Run 1, gate-type map:
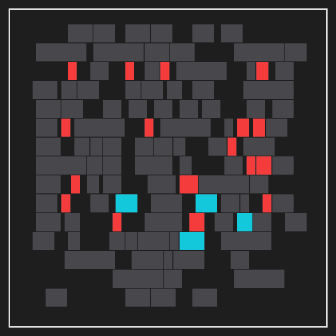
Run 1, metal 1:
Supply wires on this layer in grey.
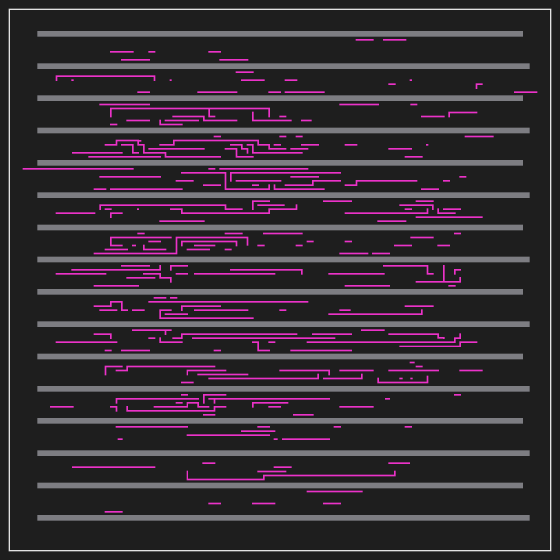
Run 1, sequential cells grouped by signal name:
Other sequential cells in the stronger grey, the rest of the logic in the fainter grey.
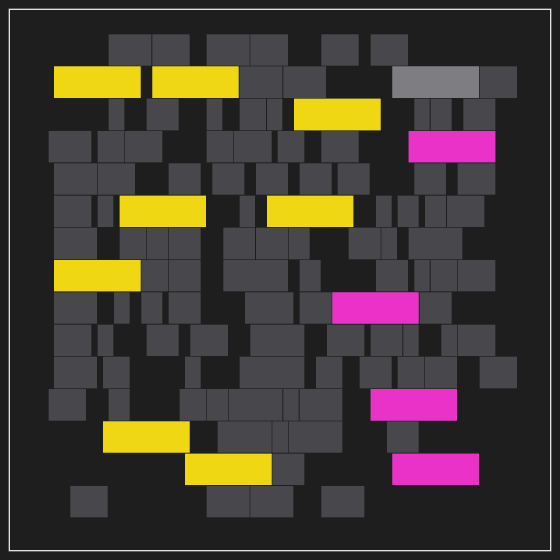
==> config.mk <==
export PLATFORM = sky130hd
export DESIGN_NAME = shift_reg_univ_flat
export DESIGN_NICKNAME = d
export VERILOG_FILES = /design/src/rtl/shift_reg_univ_if.sv /design/src/rtl/shift_reg_univ.sv /design/src/flat_wrapper.sv
export SDC_FILE = /design/constraint.sdc
export NUM_CORES = 1
export LEC_CHECK = 0
export CAP_MARGIN = 5
export CORE_MARGIN = 2
export CORE_UTILIZATION = 41
export CTS_CLUSTER_SIZE = 30
export DETAILED_ROUTE_END_ITERATION = 10
export MAX_ROUTING_LAYER = met4
export PLACE_DENSITY_LB_ADDON = 0.25
export SLEW_MARGIN = 20
export SYNTH_ARGS = -nofsm -noshare
export SYNTH_HDL_FRONTEND = slang
export SYNTH_SLANG_ARGS = --single-unit
export TNS_END_PERCENT = 100
==> constraint.sdc <==
create_clock -name clk -period 1.6 [get_ports clk]
set_input_delay 0.4 -clock clk [delete_from_list [all_inputs] [get_ports clk]]
set_output_delay 0.4 -clock clk [all_outputs]
set_load 0.03 [all_outputs]
==> highlights.md, run 1 <==
* 28 — Buffers on Ports
* 33.2% — global-route track usage on met2
* 8 — critical path peak fanout
* 42.3% — Core Density at Floorplan
* 0.0893 ns — slack of the critical path
* 0 — number of remaining DRC errors
* 3 — number of CTS-inserted buffers
* 13.1 um — routed wirelength normalized by instance count
* 0.00167 mm^2 — floorplan core area
* 26.5% — Comb power frac
* 0.376 mV — maximum VDD drop
* 0 — number of nets with antenna violations after routing
* 78 — synthesized instance count
* 29 — OpenROAD warning count
* 0 — number of hold-slack violations in the final timing report
* 0 ns — sum of negative setup slack
* 0.00104 mm^2 — final non-filler cell area
* 46.7% — synthesis-to-finish area growth
* 17 — pin count of the biggest net entering global routing
* sky130_fd_sc_hd__dfxtp_1 — most area-hungry cell type in the Yosys netlist
* 2.77 mm — global-route wire length before repair
* met2 — global routing's busiest layer
* 0.367 ns — slew at the pin with the worst max-slew slack
* 5.95% — met3 Usage GRT
* false — unrepaired setup endpoints after global routing
* 4 — depth of the most critical reg-to-reg path
* 0.00207 mm^2 — Die Size
* 46.6% — power share of the sequential group
* 0.00101 mm^2 — total cell area at the placement stage
* finished, final reports clean — outcome
* 2 — clock tree buffer depth
* 0 — number of buffers added to fix hold violations after cts
* 0.241 mW — NetSw
* 1.24% — xor/xnor share
* 1 — CTS HTree Levels
* 5.61 — ratio of routed vias to standard cells
* 15.9% — proportion of layout cells with a drive suffix above 1
* 45.5 um — Chip Height
* 664 — via count of the first global-routing pass
* 0.00480 ns — Setup Skew
* 133 — NumNets Final
* 18.8% — Overall Global Routing Usage
* 707 um^2 — cell area after technology mapping
* 8 — number of flip-flops in the largest register
* 75.4% — worst slew margin relative to its limit
* 124 — post-placement cell count
* 0.08 ns — clk slew on worst S/H paths
* 0.781 — final estimated routing congestion in global placement
* register to register — type of the most critical hold path
* 1.72 ns — crit path DAT
* 1.18 mm — total half-perimeter wirelength after legalization and detailed placement
* 662 MHz — highest attainable clock frequency
* 1.51 ns — crit path time final
* sky130_fd_sc_hd__clkbuf_4 — Clock Tree Root
Notes on 'gate-type map' above:
NAND gates -> red  # cells 17, most used nand2_1
AND and OR gates -> cyan  # cells 4
most instantiated logic cell after routing: sky130_fd_sc_hd__dlygate4sd2_1
Finished Layout Cells: 130
fraction of area in multi-input gates: 39.1%

Notes on 'metal 1' above:
main direction = horizontal
longest straight run = 13.3 um
detailed-route wire length: 1.70 mm
met1 demand-to-capacity share in global routing: 19.9%
count of vias placed by the detailed router: 729

Notes on 'sequential cells grouped by signal name' above:
u_core.bus.cnt -> magenta  # placed flops 4
u_core.bus.q -> yellow  # placed flops 8
power drawn by the sequential cells: 0.361 mW
sequential standard cell area: 260 um^2
fraction of area in registers: 25.1%
post-layout util: 62.1%

-- run 1: metal layers --
metal | wire length (um) | part of all wire [%]
met1 | 682 | 40
met4 | 19 | 1.1
met2 | 904 | 53
met3 | 94 | 5.5
met5 | 0 | 0
-- run 1: power by group through the flow --
stage	registers, mW	logic, mW	clock network, mW
floorplan	0.401	0.0899	0
global placement	0.369	0.212	0
detailed placement	0.369	0.213	0
CTS	0.361	0.201	0.214
global route	0.364	0.222	0.225
finish	0.361	0.205	0.208
-- run 1: cell type report --
class                      instances  area share, %
inverter                           2          0.724
multi-input combinational         59           39.1
sequential                        13           25.1
tap                               17           2.05
clock buffer                       4           2.53
timing repair buffer              35           30.5
-- run 1: cell usage after synthesis, drive strengths merged --
cell type	instances
a21boi	3
a22oi	8
a31oi	8
and2b	1
and3	1
and3b	1
buf	5
dfxtp	13
ha	5
inv	2
nand2	12
nand3	3
nand3b	1
nand4	1
nor2	3
o21a	2
o21ai	8
xor2	1
-- run 1: worst max-delay path, cell delays in order --
cell	delay, ns
sky130_fd_sc_hd__clkdlybuf4s50_1	0.47
sky130_fd_sc_hd__inv_1	0.06
sky130_fd_sc_hd__ha_1	0.21
sky130_fd_sc_hd__and2b_4	0.30
sky130_fd_sc_hd__o21ai_0	0.10
sky130_fd_sc_hd__a31oi_1	0.17
-- run 1: kinds of logic (layout without fill, tap and decap cells) --
kind of cell | after synthesis | after routing
AOI/OAI and AO/OA | 29 | 29
xor gates and xnor gates | 1 | 1
adders and majority gates | 5 | 5
buffers and inverters | 7 | 41
DFF | 13 | 13
and+or+nand+nor | 23 | 24
-- run 1: what timing repair did --
item	in CTS	in global routing
gates resized	16	2
cloned	0	1
pin swaps	0	1
setup endpoints to repair	18	11
buffers inserted	0	1
endpoints found under the hold margin	0	0
Run 1, floorplan with the power grid:
Pins as bars on the die edge.
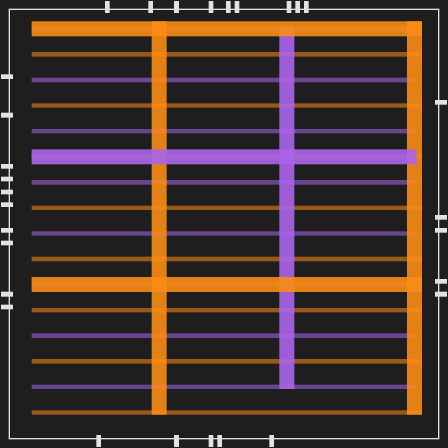

==> run 2, diff against run 1 <==
- CORE_MARGIN: 2 -> 3
Run 2, floorplan with the power grid:
Pins as bars on the die edge.
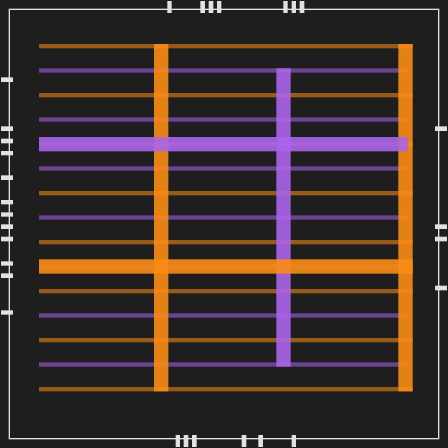
VSS -> orange
VDD -> purple
rows = 14
signal pins = 29
met4 straps = 3
Chip Height: 47.5 um
maximum VDD drop: 0.525 mV
floorplan core area: 0.00156 mm^2
die x size: 47.5 um

==> highlights.md, run 2 <==
* 17.4% — Overall Global Routing Usage, -1.5 points
* 1 — CTS HTree Levels, unchanged
* 1 — count of buffering cells on the critical path with inverters included, -1
* 1.52 ns — crit path time final, +0.00458 ns
* sky130_fd_sc_hd__dlygate4sd2_1 — Worst path slowest cell
* 0 — number of buffers added to fix hold violations after cts, unchanged
* 81 um — Met3 Wirelength, -14%
* 2.74 mm — global-route wire length before repair, -0.98%
* sky130_fd_sc_hd__dfxtp_1 (13), sky130_fd_sc_hd__nand2_1 (11), sky130_fd_sc_hd__a22oi_1 (8), sky130_fd_sc_hd__a31oi_1 (8), sky130_fd_sc_hd__o21ai_0 (6) — ranking of synthesized cells by instance count
* 4 — critical path peak fanout, -4
* sky130_fd_sc_hd__dfxtp_1 — primary flip-flop cell chosen by synthesis mapping
* 0 — number of synthesized flops with an enable pin, unchanged
* 8 — number of flip-flops in the largest register, unchanged
* finished, final reports clean — outcome
* register to register — type of the most critical hold path
* 28 — Buffers on Ports, unchanged
* 660 MHz — highest attainable clock frequency, -0.30%
* 78 — synthesized instance count, unchanged
* 788 um — met1 WL, +16%
* 0.315 ns — slew at the pin with the worst max-slew slack, -0.0524 ns
* 717 — count of vias placed by the detailed router, -1.6%
* sky130_fd_sc_hd__dfxtp_1 — cell with the most instances after synthesis
* 133 — NumNets Final, unchanged
* 15.9% — proportion of layout cells with a drive suffix above 1, unchanged
* 936 um — routed wl met2, +3.5%
* 0 — number of remaining DRC errors, unchanged
* 0.42 ns — crit-path max cell delay, -0.05 ns
* 649 — via count of the first global-routing pass, -2.3%
* 46.9% — synthesis-to-finish area growth
* 5.56 — ratio of routed vias to standard cells, -0.88%
* 0.830 — final estimated routing congestion in global placement, +6.3%
* 1.84 mm — detailed-route wire length, +8.0%
* sky130_fd_sc_hd__dfxtp_1 — most area-hungry cell type in the Yosys netlist
* 0% — Async SR Flop Fraction, unchanged
* 1 — critical path depth in cells, -5
Run 2, the clock network:
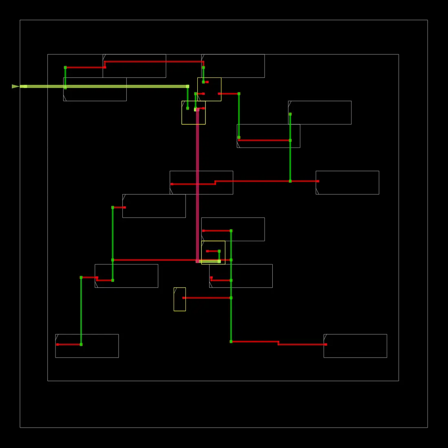
reported clock group power: 0.210 mW
CLK BUF: 4
Setup Skew: 0.00898 ns
number of sequential storage elements: 13
number of CTS-inserted buffers: 3

## run 2: kinds of logic after synthesis
kind of cell,after synthesis,share of synthesized area (%)
AOI/OAI and AO/OA,29,28.7
xor gates and xnor gates,1,1.24
adders and majority gates,5,8.85
buffers and inverters,7,7.43
DFF,13,36.8
and+or+nand+nor,23,17.0
## run 2: through the flow
step	worst slack (ns)	instances	TNS, ns	cell area (um^2)	utilization (%)
floorplan	0.301	78	0	707	-
global placement	-0.253	122	-2.87	1000	64.1
detailed placement	-0.325	122	-3.46	1000	64.1
CTS	0.0294	126	0	1010	64.8
global route	0.0498	129	0	1040	66.6
finish	0.0847	129	0	1040	66.6
## run 2: final cells by class
class | instances | area (um^2)
fillers | 136 | 520
multi-input cells | 59 | 405
repair buffers | 35 | 319
flip-flops and latches | 13 | 260
clock buffers | 4 | 26.3
well taps | 16 | 20.0
inverters | 2 | 7.51
## run 2: power breakdown
part	internal [mW]	switching (mW)	total (mW)	leakage (nW)
combinational	0.0948	0.114	0.208	0.361
clock	0.0967	0.113	0.210	0.0150
sequential	0.342	0.0192	0.361	0.107
## run 2: metal layers
metal,vias up,global-route usage (%)
met5,-,-
met4,0,4.97
met3,4,3.38
met2,27,28.9
met1,329,21.1
li1,357,-
## run 2: repair_timing
action / 4_1_cts / 5_1_grt
buffers inserted: 0 / 2
endpoints found under the setup margin: 22 / 13
gates resized: 16 / 3
gates cloned: 0 / 1
No activity file was given, so power comes from the tool's default toggle rates.
